===== config.mk =====
export PLATFORM = sky130hd
export DESIGN_NAME = pipe_stage_buf
export DESIGN_NICKNAME = d
export VERILOG_FILES = /design/src/rtl/pipe_pkg.sv /design/src/rtl/pipe_entry_reg.sv /design/src/rtl/pipe_stage_buf.sv
export SDC_FILE = /design/constraint.sdc
export NUM_CORES = 1
export LEC_CHECK = 0
export CORE_ASPECT_RATIO = 0.6
export CORE_MARGIN = 2
export CORE_UTILIZATION = 50
export CTS_BUF_LIST = sky130_fd_sc_hd__clkbuf_4 sky130_fd_sc_hd__clkbuf_8 sky130_fd_sc_hd__clkbuf_16
export DETAILED_ROUTE_END_ITERATION = 10
export GPL_ROUTABILITY_DRIVEN = 0
export HOLD_SLACK_MARGIN = 0.08
export PLACE_DENSITY_LB_ADDON = 0.12
export SLEW_MARGIN = 20
export SYNTH_ARGS = -nofsm -noshare
export SYNTH_HDL_FRONTEND = slang
export SYNTH_SLANG_ARGS = --single-unit

===== constraint.sdc =====
create_clock -name clk_i -period 2.65 [get_ports clk_i]
set_input_delay 0.3975 -clock clk_i [delete_from_list [all_inputs] [get_ports clk_i]]
set_output_delay 0.3975 -clock clk_i [all_outputs]
set_load 0.005 [all_outputs]

===== src/rtl/pipe_pkg.sv =====
// Shared definitions for the parametrised inter-stage pipeline registers:
// occupancy state, counter width and the per-stage control-bundle widths.
package pipe_pkg;

  localparam int CNT_W = 2;

  // Control widths of the classic five-stage datapath boundaries
  localparam int IFID_CTRL_W  = 1;
  localparam int IDEX_CTRL_W  = 9;
  localparam int EXMEM_CTRL_W = 5;
  localparam int MEMWB_CTRL_W = 2;

  typedef enum logic [1:0] {
    EMPTY = 2'd0,
    ONE   = 2'd1,
    FULL  = 2'd2
  } state_t;

  function automatic logic [CNT_W-1:0] state_count(input state_t s);
    logic [CNT_W-1:0] cnt;
    case (s)
      ONE:     cnt = 2'd1;
      FULL:    cnt = 2'd2;
      default: cnt = 2'd0;
    endcase
    return cnt;
  endfunction

endpackage


===== src/rtl/pipe_entry_reg.sv =====
// One payload+control slot of the stage buffer; the control part can be
// cleared on its own so a flushed slot never carries live control bits.
module pipe_entry_reg #(
  parameter int DATA_W = 64,
  parameter int CTRL_W = 4
) (
  input  logic              clk_i,
  input  logic              rst_n_i,
  input  logic              load_i,
  input  logic              clr_ctrl_i,
  input  logic [DATA_W-1:0] data_i,
  input  logic [CTRL_W-1:0] ctrl_i,
  output logic [DATA_W-1:0] data_o,
  output logic [CTRL_W-1:0] ctrl_o
);

  logic [DATA_W-1:0] data_q, data_d;
  logic [CTRL_W-1:0] ctrl_q, ctrl_d;

  always_comb begin
    data_d = data_q;
    ctrl_d = ctrl_q;
    if (clr_ctrl_i) begin
      ctrl_d = '0;
    end else if (load_i) begin
      data_d = data_i;
      ctrl_d = ctrl_i;
    end
  end

  always_ff @(posedge clk_i or negedge rst_n_i) begin
    if (!rst_n_i) begin
      data_q <= '0;
      ctrl_q <= '0;
    end else begin
      data_q <= data_d;
      ctrl_q <= ctrl_d;
    end
  end

  assign data_o = data_q;
  assign ctrl_o = ctrl_q;

endmodule


===== src/rtl/pipe_stage_buf.sv =====
// Valid/ready pipeline stage register with a two-entry skid buffer, a
// synchronous flush and a global start gate that freezes all state.
module pipe_stage_buf
  import pipe_pkg::*;
#(
  parameter int DATA_W               = 64,
  parameter int CTRL_W               = 4,
  parameter bit CLEAR_CTRL_ON_BUBBLE = 1'b1
) (
  input  logic              clk_i,
  input  logic              rst_n_i,
  input  logic              start_i,
  input  logic              flush_i,
  input  logic              in_valid_i,
  output logic              in_ready_o,
  input  logic [DATA_W-1:0] in_data_i,
  input  logic [CTRL_W-1:0] in_ctrl_i,
  output logic              out_valid_o,
  input  logic              out_ready_i,
  output logic [DATA_W-1:0] out_data_o,
  output logic [CTRL_W-1:0] out_ctrl_o,
  output logic [CNT_W-1:0]  count_o
);

  state_t state_q, state_d;

  logic in_fire, out_fire, flush_act;
  logic main_load, skid_load, main_from_skid;

  logic [DATA_W-1:0] main_data, skid_data, main_src_data;
  logic [CTRL_W-1:0] main_ctrl, skid_ctrl, main_src_ctrl;

  // Ready depends only on registered state, never on out_ready_i
  assign in_ready_o  = (state_q != FULL) && start_i;
  assign out_valid_o = (state_q != EMPTY) && start_i;
  assign in_fire     = in_valid_i && in_ready_o;
  assign out_fire    = out_valid_o && out_ready_i;
  assign flush_act   = start_i && flush_i;

  always_comb begin
    state_d        = state_q;
    main_load      = 1'b0;
    skid_load      = 1'b0;
    main_from_skid = 1'b0;
    if (flush_act) begin
      state_d = EMPTY;
    end else if (start_i) begin
      case (state_q)
        EMPTY: begin
          if (in_fire) begin
            state_d   = ONE;
            main_load = 1'b1;
          end
        end
        ONE: begin
          if (in_fire && out_fire) begin
            main_load = 1'b1;
          end else if (in_fire) begin
            state_d   = FULL;
            skid_load = 1'b1;
          end else if (out_fire) begin
            state_d = EMPTY;
          end
        end
        FULL: begin
          if (out_fire) begin
            state_d        = ONE;
            main_load      = 1'b1;
            main_from_skid = 1'b1;
          end
        end
        default: state_d = EMPTY;
      endcase
    end
  end

  always_ff @(posedge clk_i or negedge rst_n_i) begin
    if (!rst_n_i) begin
      state_q <= EMPTY;
    end else begin
      state_q <= state_d;
    end
  end

  assign main_src_data = main_from_skid ? skid_data : in_data_i;
  assign main_src_ctrl = main_from_skid ? skid_ctrl : in_ctrl_i;

  pipe_entry_reg #(
    .DATA_W (DATA_W),
    .CTRL_W (CTRL_W)
  ) u_main (
    .clk_i      (clk_i),
    .rst_n_i    (rst_n_i),
    .load_i     (main_load),
    .clr_ctrl_i (flush_act),
    .data_i     (main_src_data),
    .ctrl_i     (main_src_ctrl),
    .data_o     (main_data),
    .ctrl_o     (main_ctrl)
  );

  pipe_entry_reg #(
    .DATA_W (DATA_W),
    .CTRL_W (CTRL_W)
  ) u_skid (
    .clk_i      (clk_i),
    .rst_n_i    (rst_n_i),
    .load_i     (skid_load),
    .clr_ctrl_i (flush_act),
    .data_i     (in_data_i),
    .ctrl_i     (in_ctrl_i),
    .data_o     (skid_data),
    .ctrl_o     (skid_ctrl)
  );

  assign out_data_o = main_data;
  assign count_o    = state_count(state_q);

  // Masking keeps a bubble from ever presenting live control (e.g. RegWrite)
  generate
    if (CLEAR_CTRL_ON_BUBBLE) begin : g_ctrl_mask
      assign out_ctrl_o = out_valid_o ? main_ctrl : '0;
    end else begin : g_ctrl_hold
      assign out_ctrl_o = main_ctrl;
    end
  endgenerate

endmodule


Fig. 1: run 1, floorplan with the power grid
Scale bar: 50 um. Pins as bars on the die edge.
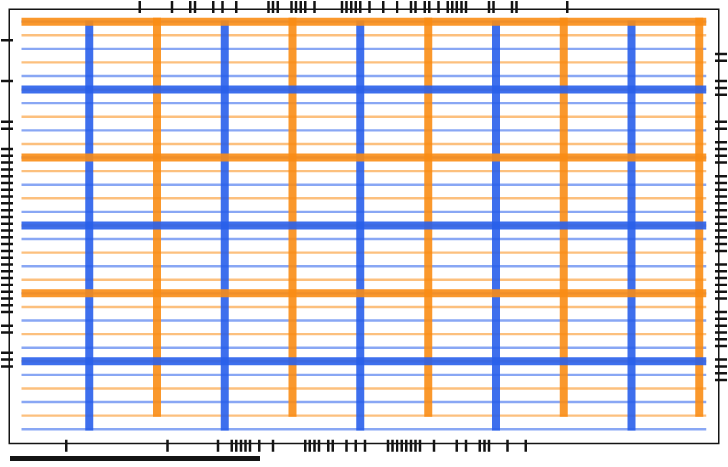
net	colour
VDD	orange
VSS	blue
rows	30
met5 straps	6
met1 rails	31

Fig. 2: run 1, placement by cell class
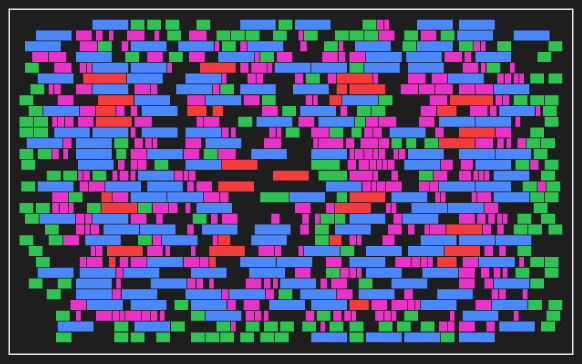
class	colour	cells	share of their area
other buffers and delay cells	green	156	20%
clock drivers and dummy loads	red	32	7.9%
combinational and other logic	magenta	304	27%
flops	blue	138	45%

Fig. 3: run 1, clock wires, drivers and flops
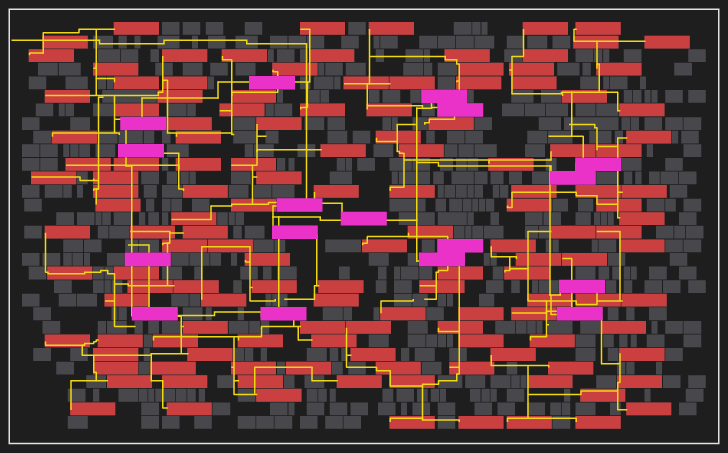
[clock wires] yellow | length: 1670 um
[clock drivers] magenta | count: 17
[flip-flops] red | count: 138
routed clock nets	18
final worst clock skew: 0.007335 ns
clock power share: 36.1%
Clock group: 0.00241 W

Fig. 4: run 1, signal wires by layer
Scale bar: 50 um.
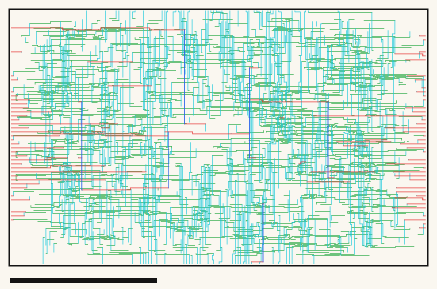
layer	colour	wire length
metal 3	red	890 um
metal 4	blue	157 um
metal 1	green	6450 um
metal 2	cyan	6470 um

==> changes_impl.md, run 1 <==
### Implementation results

- Skew-Pair Late Insertion Delay: 0.41 ns
- Xor/xnor share: 0%
- Die Ht: 86.66 um
- Final instance area: 7935 sq um
- Top cell excl fill/tap: clkdlybuf4s50_1
- Top cell family by delay on the critical path: buffers and inverters
- Final hold violations: 0
- Top Consumer: registers
- Reg power frac: 43.9%
- Hold Crit Depth: 1
- Synth Area in Simple Gates: 2.615%
- Met3 Resource Use GR: 6.519%
- Max frequency: 421.9 MHz
- Period utilisation layout: 89.44%
- Crit-path max cell delay: 0.63 ns
- Distinct cell type count after synthesis: 25
- Number of enable flip-flop cells: 0
- #FFs+latches synth: 138
- DP HPWL: 9002 um
- PwrDens: 840.9 nW/um^2
- Total power: 0.006672 W
- Highest metal used: met4
- Initial antenna violation count: 0
- Combinational Gates: 235
- Clock Network Area Fraction: 7.726%
- Crit start category: input port
- Root Buffer: clkbuf_16
- Vias in the first global route: 4364
- Syn-to-layout area delta: 39.38%
- Sequential cell area share: 43.52%
- Slowest stage cell, crit path: clkdlybuf4s50_1
- Instance count on the critical path: 4
- Cts repair resizes: 0
- Most common cell in the netlist: dfrtp_1
- Grt met2 use: 36.85%
- Status: complete, no violations
- Final worst slack: 0.2798 ns
- Synth Area in Adders: 0%
- CTS Buffer Depth: 2
- Max-Cap Viols: 0
- YS warnings: 0
- 1st-iter DRT viols: 233
- H-tree depth: 4
- Net Sw Frac: 25.16%
- Setup TNS: 0 ns
- Chip width: 141.8 um
Fig. 5: run 1, congestion heat map
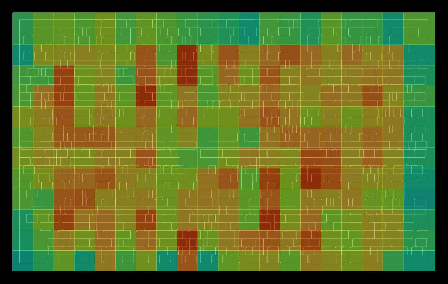

## Run 2: what changed since run 1
--- a/config.mk
+++ b/config.mk
@@ -5,15 +5,16 @@
 export SDC_FILE = /design/constraint.sdc
 export NUM_CORES = 1
 export LEC_CHECK = 0
+export CELL_PAD_IN_SITES_DETAIL_PLACEMENT = 1
+export CELL_PAD_IN_SITES_GLOBAL_PLACEMENT = 1
 export CORE_ASPECT_RATIO = 0.6
 export CORE_MARGIN = 2
-export CORE_UTILIZATION = 50
+export CORE_UTILIZATION = 41
 export CTS_BUF_LIST = sky130_fd_sc_hd__clkbuf_4 sky130_fd_sc_hd__clkbuf_8 sky130_fd_sc_hd__clkbuf_16
 export DETAILED_ROUTE_END_ITERATION = 10
 export GPL_ROUTABILITY_DRIVEN = 0
 export HOLD_SLACK_MARGIN = 0.08
 export PLACE_DENSITY_LB_ADDON = 0.12
-export SLEW_MARGIN = 20
 export SYNTH_ARGS = -nofsm -noshare
 export SYNTH_HDL_FRONTEND = slang
 export SYNTH_SLANG_ARGS = --single-unit
Fig. 6: run 2, congestion heat map
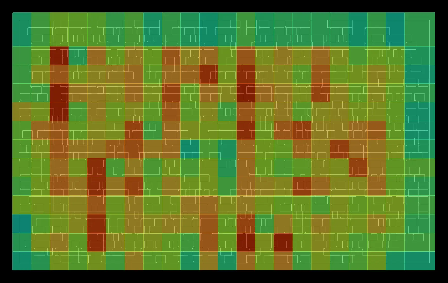
met1 GRT Util: 30.15%
grt met2 use: 36.06%
Most Crowded Layer GR: met2
gr usage total: 22.51%
met3 Resource Use GR: 6.409%

==> changes_impl.md, run 2 <==
### Implementation results

- Chip width: 156.1 um
- Slowest stage cell, crit path: clkdlybuf4s50_1
- Synth Area in Adders: 0%
- Vias in the first global route: 4655
- DP HPWL: 10060 um
- Final worst clock skew: 0.01050 ns
- Number of enable flip-flop cells: 0
- Status: complete, no violations
- Combinational Gates: 235
- YS warnings: 0
- Skew-Pair Late Insertion Delay: 0.41 ns
- Crit-path max cell delay: 0.61 ns
- Highest metal used: met4
- Die Ht: 95.28 um
- Distinct cell type count after synthesis: 25
- Top cell excl fill/tap: clkdlybuf4s50_1
- Period utilisation layout: 85.65%
- Clock group: 0.00255 W
- Syn-to-layout area delta: 40.97%
- #FFs+latches synth: 138
- Max frequency: 440.6 MHz
- Root Buffer: clkbuf_16
- CTS Buffer Depth: 2
- Sequential cell area share: 43.03%
- Final hold violations: 0
- Clock Network Area Fraction: 7.967%
- Final worst slack: 0.3802 ns
- Clock power share: 37.2%
- Initial antenna violation count: 0
- Net Sw Frac: 25.15%
- Setup TNS: 0 ns
- 1st-iter DRT viols: 134
- Reg power frac: 42.8%
- Max-Cap Viols: 0
- Total power: 0.006856 W
- Final instance area: 8025 sq um
- PwrDens: 854.3 nW/um^2
- Crit start category: register
- Xor/xnor share: 0%
Fig. 7: run 2, placement by cell class
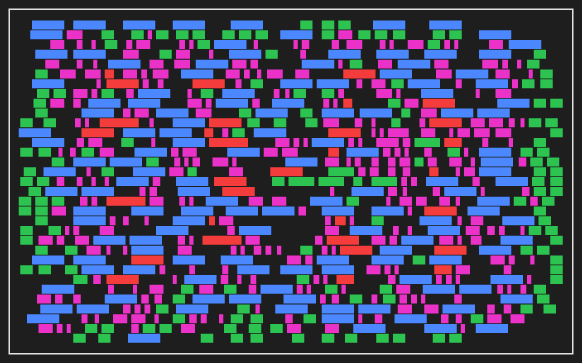

## Run 3: what changed since run 2
==> constraint.sdc (replaced) <==
create_clock -name clk_i -period 2.7 [get_ports clk_i]
set_input_delay 0.405 -clock clk_i [delete_from_list [all_inputs] [get_ports clk_i]]
set_output_delay 0.405 -clock clk_i [all_outputs]
set_load 0.005 [all_outputs]
Fig. 8: run 3, placement by cell class
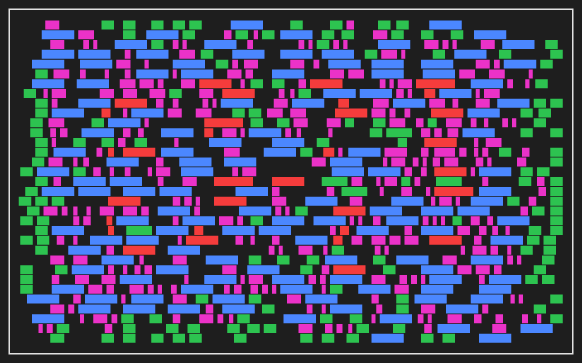
class	colour	cells	share of their area
clock drivers and dummy loads	red	32	8.0%
flops	blue	138	44%
combinational and other logic	magenta	304	27%
other buffers and delay cells	green	156	21%

==> changes_impl.md, run 3 <==
### Implementation results

- Grt met2 use: 36.10%
- H-tree depth: 4
- Synth Area in Simple Gates: 2.615%
- Synth Area in Adders: 0%
- 1st-iter DRT viols: 133
- Reg power frac: 43.1%
- Status: complete, no violations
- Distinct cell type count after synthesis: 25
- Total power: 0.006683 W
- Setup TNS: 0 ns
- Top cell excl fill/tap: clkdlybuf4s50_1
- Syn-to-layout area delta: 40.70%
- Vias in the first global route: 4714
- Gr usage total: 22.21%
- Chip width: 156.1 um
- Number of enable flip-flop cells: 0
- Top Consumer: registers
- Met1 GRT Util: 29.54%
- YS warnings: 0
- Highest metal used: met4
Power is estimated from default activity; no workload was simulated.
